--- src/rtl/sync_fifo_param_if.sv ---
// Handshake and status bundle between a FIFO user (master) and sync_fifo_param (slave).
interface sync_fifo_param_if #(
    parameter int unsigned DATA_WIDTH = 3,
    parameter int unsigned ADDR_WIDTH = 4
);
    logic                  flush;
    logic [DATA_WIDTH-1:0] data_in;
    logic                  write_en;
    logic                  read_en;
    logic [DATA_WIDTH-1:0] data_out;
    logic                  full;
    logic                  empty;
    logic                  almost_full;
    logic                  almost_empty;
    logic [ADDR_WIDTH:0]   count;
    logic                  overflow;
    logic                  underflow;

    modport master (
        output flush, data_in, write_en, read_en,
        input  data_out, full, empty, almost_full, almost_empty, count, overflow, underflow
    );

    modport slave (
        input  flush, data_in, write_en, read_en,
        output data_out, full, empty, almost_full, almost_empty, count, overflow, underflow
    );
endinterface

--- src/rtl/sync_fifo_param.sv ---
// Single-clock FIFO with occupancy count, threshold flags, error pulses and synchronous flush.
// FWFT selects registered read data (0) or first-word-fall-through (1).
module sync_fifo_param #(
    parameter int unsigned DATA_WIDTH   = 3,
    parameter int unsigned ADDR_WIDTH   = 4,
    parameter int unsigned AFULL_LEVEL  = 12,
    parameter int unsigned AEMPTY_LEVEL = 2,
    parameter int unsigned FWFT         = 0
) (
    input  logic              clk,
    input  logic              resetn,
    sync_fifo_param_if.slave  bus
);
    localparam int unsigned DEPTH = 2 ** ADDR_WIDTH;
    localparam int unsigned PTR_W = ADDR_WIDTH + 1;

    logic [PTR_W-1:0]      wr_ptr_q, wr_ptr_d;
    logic [PTR_W-1:0]      rd_ptr_q, rd_ptr_d;
    logic [PTR_W-1:0]      count_q, count_d;
    logic                  ovf_q, ovf_d;
    logic                  udf_q, udf_d;
    logic                  full_q, full_d;
    logic                  empty_q, empty_d;
    logic                  afull_q, afull_d;
    logic                  aempty_q, aempty_d;
    logic                  wr_acc_c, rd_acc_c;
    logic [DATA_WIDTH-1:0] mem [DEPTH];

    // Acceptance looks only at pre-edge flags; flush swallows both requests.
    assign wr_acc_c = bus.write_en && !full_q  && !bus.flush;
    assign rd_acc_c = bus.read_en  && !empty_q && !bus.flush;

    always_comb begin
        wr_ptr_d = wr_ptr_q;
        rd_ptr_d = rd_ptr_q;
        count_d  = count_q;
        ovf_d    = 1'b0;
        udf_d    = 1'b0;
        if (!bus.flush) begin
            if (wr_acc_c) wr_ptr_d = wr_ptr_q + PTR_W'(1);
            if (rd_acc_c) rd_ptr_d = rd_ptr_q + PTR_W'(1);
            if (wr_acc_c && !rd_acc_c) count_d = count_q + PTR_W'(1);
            if (rd_acc_c && !wr_acc_c) count_d = count_q - PTR_W'(1);
            ovf_d = bus.write_en && full_q;
            udf_d = bus.read_en  && empty_q;
        end else begin
            wr_ptr_d = '0;
            rd_ptr_d = '0;
            count_d  = '0;
        end
        full_d   = (count_d == PTR_W'(DEPTH));
        empty_d  = (count_d == '0);
        afull_d  = (count_d >= PTR_W'(AFULL_LEVEL));
        aempty_d = (count_d <= PTR_W'(AEMPTY_LEVEL));
    end

    always_ff @(posedge clk or negedge resetn) begin
        if (!resetn) begin
            wr_ptr_q <= '0;
            rd_ptr_q <= '0;
            count_q  <= '0;
            ovf_q    <= 1'b0;
            udf_q    <= 1'b0;
            full_q   <= 1'b0;
            empty_q  <= 1'b1;
            afull_q  <= 1'b0;
            aempty_q <= 1'b1;
        end else begin
            wr_ptr_q <= wr_ptr_d;
            rd_ptr_q <= rd_ptr_d;
            count_q  <= count_d;
            ovf_q    <= ovf_d;
            udf_q    <= udf_d;
            full_q   <= full_d;
            empty_q  <= empty_d;
            afull_q  <= afull_d;
            aempty_q <= aempty_d;
        end
    end

    // Storage is deliberately not reset.
    always_ff @(posedge clk) begin
        if (wr_acc_c) mem[wr_ptr_q[ADDR_WIDTH-1:0]] <= bus.data_in;
    end

    if (FWFT == 0) begin : g_reg_out
        logic [DATA_WIDTH-1:0] dout_q, dout_d;

        always_comb begin
            dout_d = dout_q;
            if (bus.flush)     dout_d = '0;
            else if (rd_acc_c) dout_d = mem[rd_ptr_q[ADDR_WIDTH-1:0]];
        end

        always_ff @(posedge clk or negedge resetn) begin
            if (!resetn) dout_q <= '0;
            else         dout_q <= dout_d;
        end

        assign bus.data_out = dout_q;
    end else begin : g_fwft_out
        // Head word is shown as soon as the FIFO is non-empty.
        assign bus.data_out = empty_q ? '0 : mem[rd_ptr_q[ADDR_WIDTH-1:0]];
    end

    assign bus.count        = count_q;
    assign bus.full         = full_q;
    assign bus.empty        = empty_q;
    assign bus.almost_full  = afull_q;
    assign bus.almost_empty = aempty_q;
    assign bus.overflow     = ovf_q;
    assign bus.underflow    = udf_q;

`ifndef SYNTHESIS
    initial begin : param_check
        assert (AFULL_LEVEL >= 1 && AFULL_LEVEL <= DEPTH);
        assert (AEMPTY_LEVEL < DEPTH);
    end
`endif
endmodule

--- src/flat_wrapper.sv ---
// flat-port wrapper written by rule: the top's interface ports become plain ports
module sync_fifo_param_flat 
#(
    parameter int unsigned DATA_WIDTH   = 3,
    parameter int unsigned ADDR_WIDTH   = 4,
    parameter int unsigned AFULL_LEVEL  = 12,
    parameter int unsigned AEMPTY_LEVEL = 2,
    parameter int unsigned FWFT         = 0
)
  (clk, resetn, bus_flush, bus_data_in, bus_write_en, bus_read_en, bus_data_out, bus_full, bus_empty, bus_almost_full, bus_almost_empty, bus_count, bus_overflow, bus_underflow);
  sync_fifo_param_if #(.DATA_WIDTH(DATA_WIDTH), .ADDR_WIDTH(ADDR_WIDTH)) bus_i ();
  input  logic clk;
  input  logic resetn;
  input wire logic [$bits(bus_i.flush)-1:0] bus_flush;
  input wire logic [$bits(bus_i.data_in)-1:0] bus_data_in;
  input wire logic [$bits(bus_i.write_en)-1:0] bus_write_en;
  input wire logic [$bits(bus_i.read_en)-1:0] bus_read_en;
  output wire logic [$bits(bus_i.data_out)-1:0] bus_data_out;
  output wire logic [$bits(bus_i.full)-1:0] bus_full;
  output wire logic [$bits(bus_i.empty)-1:0] bus_empty;
  output wire logic [$bits(bus_i.almost_full)-1:0] bus_almost_full;
  output wire logic [$bits(bus_i.almost_empty)-1:0] bus_almost_empty;
  output wire logic [$bits(bus_i.count)-1:0] bus_count;
  output wire logic [$bits(bus_i.overflow)-1:0] bus_overflow;
  output wire logic [$bits(bus_i.underflow)-1:0] bus_underflow;
  assign bus_i.flush = bus_flush;
  assign bus_i.data_in = bus_data_in;
  assign bus_i.write_en = bus_write_en;
  assign bus_i.read_en = bus_read_en;
  assign bus_data_out = bus_i.data_out;
  assign bus_full = bus_i.full;
  assign bus_empty = bus_i.empty;
  assign bus_almost_full = bus_i.almost_full;
  assign bus_almost_empty = bus_i.almost_empty;
  assign bus_count = bus_i.count;
  assign bus_overflow = bus_i.overflow;
  assign bus_underflow = bus_i.underflow;
  sync_fifo_param #(.DATA_WIDTH(DATA_WIDTH), .ADDR_WIDTH(ADDR_WIDTH), .AFULL_LEVEL(AFULL_LEVEL), .AEMPTY_LEVEL(AEMPTY_LEVEL), .FWFT(FWFT)) u_core (.clk(clk), .resetn(resetn), .bus(bus_i));
endmodule
--- config.mk ---
export PLATFORM = sky130hd
export DESIGN_NAME = sync_fifo_param_flat
export DESIGN_NICKNAME = d
export VERILOG_FILES = /design/src/rtl/sync_fifo_param_if.sv /design/src/rtl/sync_fifo_param.sv /design/src/flat_wrapper.sv
export SDC_FILE = /design/constraint.sdc
export NUM_CORES = 1
export LEC_CHECK = 0
export ABC_AREA = 1
export CAP_MARGIN = 0
export CORE_MARGIN = 3
export CORE_UTILIZATION = 55
export DETAILED_ROUTE_END_ITERATION = 12
export PLACE_DENSITY = 0.75
export SYNTH_ARGS = -nofsm -noshare
export SYNTH_HDL_FRONTEND = slang
export SYNTH_SLANG_ARGS = --single-unit
--- constraint.sdc ---
create_clock -name clk -period 1.93 [get_ports clk]
set_input_delay 0.386 -clock clk [delete_from_list [all_inputs] [get_ports clk]]
set_output_delay 0.386 -clock clk [all_outputs]
set_load 0.005 [all_outputs]
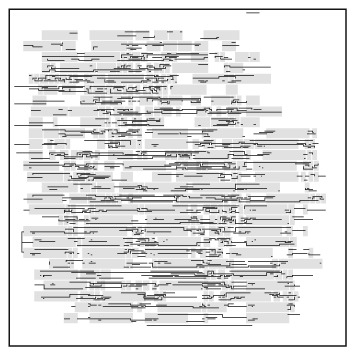
*Signal wires on met1, run 1*
Scale: 4 px per um. Cells faint in the background.
- wire length on this layer: 3030 um
- share of all routed wire: 46%
- longest straight run: 32.7 um
- main direction: horizontal
- nets with wire on the layer: 354
Via Count: 2374
final WL: 6.65 mm

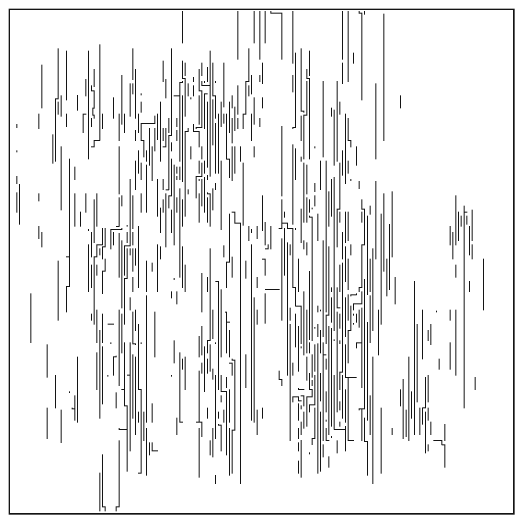
*Metal 2, run 1*
Scale: 6 px per um.
- main direction: vertical
- longest straight run: 43.4 um
- share of all routed wire: 46%
- wire length on this layer: 3030 um
- nets with wire on the layer: 290
met2 Use GR: 30.4%

==> out/metrics.yaml, run 1 <==
status: "complete, no violations"
period_minus_slack_ns: 1.86
cts_buffers: 9
final_antenna_net_count: 0
fin_hold_ws_ns: 0.378
seq_area_frac_synth_pct: 59.9
hold_violations: 0
worst_slack_ns: 0.0734
drv_slew: 0
fp_nets: 350
worstSkewPairLatency_ns: 0.35
warnings: 30
instances_no_fill: 444
post_cts_buffers: 0
worstSetupStartpointType: "flip-flop"
logic_gate_count: 224
rr_endpoint: "u_core.bus.data_out[0]"
area_growth_pct: 14.9
yosysWarnings: 0
yosysUniqueCellTypes: 32
nNonClkInverters: 31
maxCapViolations: 0
combinationalPowerShare_pct: 22.2
fp_util_pct: 58.7
layout_top_cell: "nor2_1"
worst_pin_slew_ns: 0.612
swShare_pct: 30.4
synth_stat.cells: 335
cp_max_fo: 3
max_stage_delay_ns: 0.60
grt_max_degree: 23
drive_gt1_share_pct: 14.8
rrSetupSlack_ns: 0.23
num-nets-final: 382
grt_pass1_vias: 2244
cp-end-kind: "output pin"
ir_drop_mv: 0.884
required_ns: 1.54
buffer_area_share_pct: 7.45
synth_cells: 335
max_freq_mhz: 539
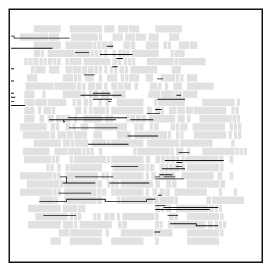
*Metal 3, run 1*
Scale: 3 px per um. Cells faint in the background.
- share of all routed wire: 6.3%
- main direction: horizontal
- longest straight run: 22.1 um
- nets with wire on the layer: 40
- wire length on this layer: 420 um
grt met3 use: 5.13%

-- run 1: cell families (layout without fill, tap and decap cells) --
| kind of cell | Yosys count | count (layout) | synth area share, % |
|---|---|---|---|
| and+or+nand+nor | 177 | 177 | 24.9 |
| DFF | 70 | 70 | 59.9 |
| buffers and inverters | 41 | 78 | 5.93 |
| AOI/OAI and AO/OA | 39 | 39 | 6.42 |
| adders and majority gates | 7 | 7 | 2.63 |
| xor gates and xnor gates | 1 | 1 | 0.263 |
-- run 1: cell usage after synthesis, types with 3 or more instances --
library cell / instances / area share (%)
inv_1: 23 / 2.6
inv_2: 7 / 0.79
o21ai_1: 10 / 1.5
edfxtp_1: 48 / 43
nand2_1: 61 / 6.9
nand3_2: 4 / 1.2
nor2_1: 68 / 7.7
buf_2: 4 / 0.60
nand3_1: 23 / 3.5
o21ai_0: 17 / 2.6
ha_1: 7 / 2.6
a21oi_1: 6 / 0.90
dfrtp_1: 20 / 15
nand3_4: 3 / 1.6
nand2_2: 6 / 1.1
nor3_1: 3 / 0.45
o211ai_1: 3 / 0.68
-- run 1: metal layers --
layer,share of wire (%),vias up,wire length (um)
li1,-,1179,-
met1,46,1090,3030
met2,46,90,3030
met3,6.3,15,420
met4,2.4,0,161
met5,0,-,0
-- run 1: registers in the layout (all words and copies together) (netlist names) --
name and cells:
u_core.bus.data_out 3, u_core.rd_ptr_q 4, u_core.bus.full 1, u_core.bus.almost_full 1, u_core.bus.count 5, u_core.bus.underflow 1, u_core.bus.almost_empty 1, u_core.mem 48
u_core.bus.overflow 1, u_core.wr_ptr_q 4, u_core.bus.empty 1
==> run 2: changes to the inputs <==
--- a/config.mk
+++ b/config.mk
@@ -7,6 +7,7 @@
 export LEC_CHECK = 0
 export ABC_AREA = 1
 export CAP_MARGIN = 0
+export CORE_ASPECT_RATIO = 0.9
 export CORE_MARGIN = 3
 export CORE_UTILIZATION = 55
 export DETAILED_ROUTE_END_ITERATION = 12
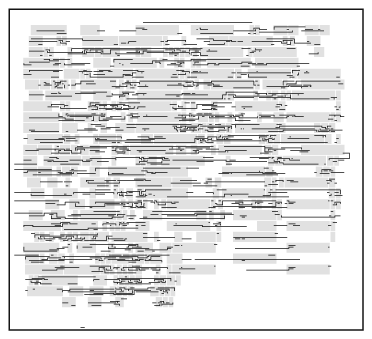
*Signal wires on met1, run 2*
Scale: 4 px per um. Cells faint in the background.
Via Count: 2383
final WL: 7.01 mm
met1 Usage GRT: 28.0%

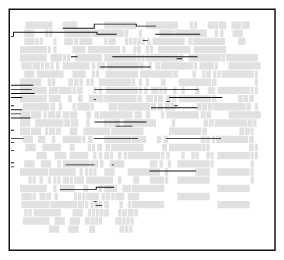
*Metal 3, run 2*
Scale: 3 px per um. Cells faint in the background.
- longest straight run: 34.5 um
- share of all routed wire: 5.0%
- wire length on this layer: 349 um
grt met3 use: 6.40%

==> run 2 against run 1 <==
  * Global-route usage grew 2.1 points
  * Setup slack lost 0.023 ns
  * Synthesized cell count is the same
  * Largest power group unchanged
  * Critical endpoint unchanged
==> out/metrics.yaml, run 2 <==
status: "complete, no violations"
synth_stat.cells: 335
yosysWarnings: 0
period_minus_slack_ns: 1.88
hold_violations: 0
fp_util_pct: 57.9
common_cells: "68 x nor2_1, 61 x nand2_1, 48 x edfxtp_1, 23 x inv_1, 23 x nand3_1"
synth.largest_area_cell: "edfxtp_1"
drv_slew: 0
cp_max_fo: 3
top_cell_area_share_pct: 43.3
top_cells_by_area: "edfxtp_1 43%, dfrtp_1 15%, nor2_1 7.7%, nand2_1 6.9%, nand3_1 3.5%"
final_antenna_net_count: 0
worstSkewPairLatency_ns: 0.35
required_ns: 1.54
seq_area_frac_synth_pct: 59.9
drive_gt1_share_pct: 14.7
ir_drop_mv: 0.589
yosysUniqueCellTypes: 32
cp-end-kind: "output pin"
max_freq_mhz: 532
wl_met3_um: 349
rr_endpoint: "u_core.bus.data_out[0]"
worst_slack_ns: 0.0508
max_stage_delay_ns: 0.62
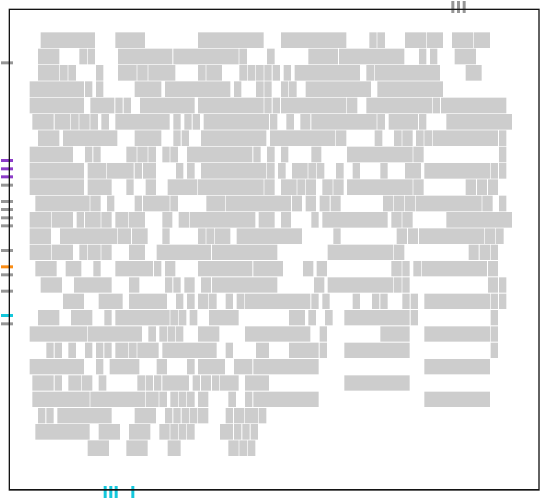
*Pin map, run 2*
Scale: 6 px per um. Pins as bars across the die edge, other pins in gray.
- orange: bus_write_en (pins 1; direction input; edge left)
- purple: bus_data_out (pins 3; direction output; edge left)
- cyan: bus_count (pins 5; direction output; edge 4 bottom, 1 left)
Die X: 88.0 um
PortBufs: 21

## run 2: worst max-delay path by stage
stage               cells after the start  slack [ns]        startpoint          endpoint
finish                                  1        0.05  u_core.bus.empty         bus_empty
global route                            1       0.004  u_core.bus.empty         bus_empty
CTS                                     1        0.03  u_core.bus.empty         bus_empty
detailed placement                      5      -0.004      bus_write_en  u_core.mem[3][1]
global placement                        9        0.02         bus_flush   u_core.bus.full
floorplan                               5        0.54   u_core.bus.full  u_core.mem[4][0]
## run 2: repair_timing
item | CTS | global route
buffers inserted | 0 | 0
endpoints found under the setup margin | 0 | 1
resized | 0 | 1
endpoints found under the hold margin | 0 | 0
## run 2: cell type report
class                   count  area share (%)
flip-flops and latches     70            52.5
well taps                  70            2.30
clock buffers              11            3.45
clock inverters             4           0.658
inverters                  31            3.26
repair buffers             33            7.89
multi-input cells         224            30.0
## run 2: stage by stage
step / utilization [%] / setup TNS (ns) / instances / instance area [um2]
2_1_floorplan: - / 0 / 335 / 3330
3_3_place_gp: 63.3 / 0 / 428 / 3650
6_report: 66.1 / 0 / 443 / 3800
5_1_grt: 66.1 / 0 / 443 / 3800
4_1_cts: 66.0 / 0 / 443 / 3800
3_5_place_dp: 63.3 / -0.0132 / 428 / 3650
## run 2: report_power, final
group | switching, mW | leakage, nW | internal, mW
clock | 0.513 | 0.0768 | 0.455
sequential | 0.0991 | 0.723 | 1.70
combinational | 0.498 | 0.790 | 0.342
## run 2: logic make-up after synthesis
family	share of synthesized area (%)
simple gates	24.9
compound gates	6.42
flops	59.9
fa+ha+maj	2.63
xor+xnor	0.263
buf+inv	5.93
==> run 3: changes to the inputs <==
--- a/config.mk
+++ b/config.mk
@@ -11,7 +11,7 @@
 export CORE_MARGIN = 3
 export CORE_UTILIZATION = 55
 export DETAILED_ROUTE_END_ITERATION = 12
-export PLACE_DENSITY = 0.75
+export PLACE_DENSITY_LB_ADDON = 0.08
 export SYNTH_ARGS = -nofsm -noshare
 export SYNTH_HDL_FRONTEND = slang
 export SYNTH_SLANG_ARGS = --single-unit
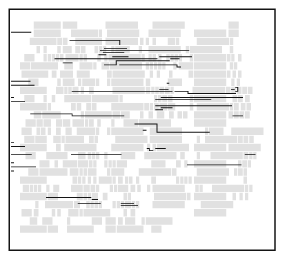
*Metal 3, run 3*
Scale: 3 px per um. Cells faint in the background.
- wire length on this layer: 488 um
- nets with wire on the layer: 40
- main direction: horizontal
- longest straight run: 34.0 um
- share of all routed wire: 7.4%
Via Count: 2380
grt met3 use: 6.71%
final WL: 6.60 mm

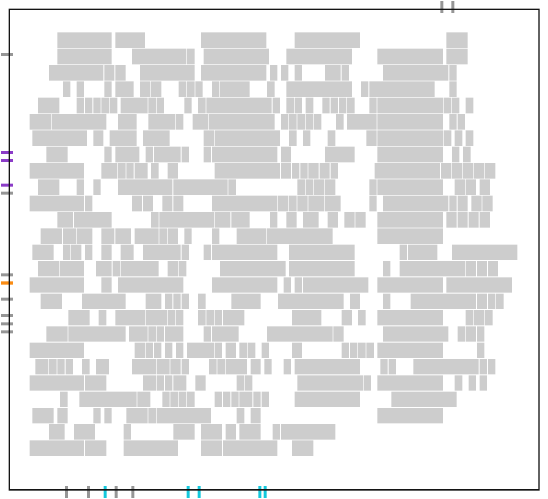
*Pin map, run 3*
Scale: 6 px per um. Pins as bars across the die edge, other pins in gray.
- purple: bus_data_out (pins 3; direction output; edge left)
- orange: bus_write_en (pins 1; direction input; edge left)
- cyan: bus_count (pins 5; direction output; edge bottom)
- all pins by edge: 11 left, 9 bottom, 2 top
Chip Height: 79.8 um

==> run 3 against run 2 <==
  * Via count decreased by 0.13%
  * Die size unchanged
  * Final cell count shrank 0.45%
  * Critical path type unchanged
  * Critical endpoint unchanged
==> out/metrics.yaml, run 3 <==
hold_violations: 0
io_buffers: 21
post_cts_buffers: 0
status: "complete, no violations"
cts_resized: 0
drive_gt1_share_pct: 14.6
max_stage_delay_ns: 0.61
grt_max_degree: 30
synth_stat.cells: 335
m1WireLength_mm: 2.85
cp_max_fo: 3
setup_tns_ns: 0
num-nets-final: 381
worst_pin_slew_ns: 0.590
cts_buffers: 9
fp_nets: 350
top_cells_by_area: "edfxtp_1 43%, dfrtp_1 15%, nor2_1 7.7%, nand2_1 6.9%, nand3_1 3.5%"
grt_pass1_vias: 2269
drv_slew: 0
common_cells: "68 x nor2_1, 61 x nand2_1, 48 x edfxtp_1, 23 x inv_1, 23 x nand3_1"
warnings: 30
fp_util_pct: 57.9
instances_no_fill: 441
worstSetupStartpointType: "flip-flop"
synth.largest_area_cell: "edfxtp_1"
final_antenna_net_count: 0
required_ns: 1.54
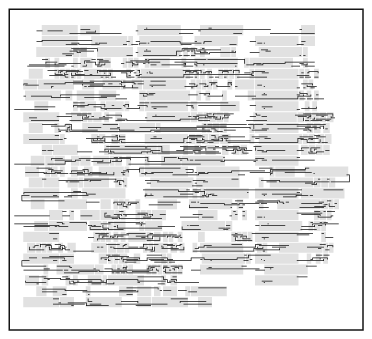
*Signal wires on met1, run 3*
Scale: 4 px per um. Cells faint in the background.
met1 Usage GRT: 28.5%

[run 3: cell counts after synthesis]
Identical to the previous run, type by type.
[run 3: final timing paths]
kind	startpoint	to	slack, ns	cells past startpoint
max	u_core.bus.empty	bus_empty	0.07	1
min	resetn	u_core.bus.almost_full	0.39	2
max reg2reg	u_core.bus.full	u_core.mem[6][2]	0.32	5
min reg2reg	u_core.bus.data_out[2]	u_core.bus.data_out[2]	0.49	2
max in group asynchronous	resetn	u_core.bus.empty	1.26	2
min in group clk	u_core.bus.data_out[2]	u_core.bus.data_out[2]	0.49	2
[run 3: logic make-up (layout without fill, tap and decap cells)]
logic type                 after synthesis  in the layout  synth area share, %
AOI/OAI and AO/OA                       39             39                 6.42
xor gates and xnor gates                 1              1                0.263
adders and majority gates                7              7                 2.63
buffers and inverters                   41             77                 5.93
DFF                                     70             70                 59.9
and+or+nand+nor                        177            177                 24.9
[run 3: final cells by class]
cell class                 instances  area [um2]  share of cell area (%)
inverter                          31         124                    3.25
timing repair buffer              30         278                    7.29
multi-input combinational        224        1140                    29.9
clock buffer                       9         124                    3.25
tap                               70        87.6                    2.30
clock inverter                     7        65.1                    1.71
sequential                        70        1990                    52.3
[run 3: through the flow]
stage	power (mW)	worst slack [ns]	hold WS, ns
after floorplan	2.36	0.540	0.0904
after global placement	2.65	-0.0409	0.466
after detailed placement	2.65	-0.0547	0.475
after CTS	3.76	0.0427	0.381
after global routing	3.95	0.0156	0.411
final	3.72	0.0716	0.393
[run 3: power by group]
part           internal (mW)  switching (mW)  total, mW
Combinational          0.338           0.484      0.821
Sequential              1.70          0.0929       1.80
Clock                  0.587           0.515       1.10
Total                   2.63            1.09       3.72
Power figures rest on the tool's default switching activity, not on a simulated workload.
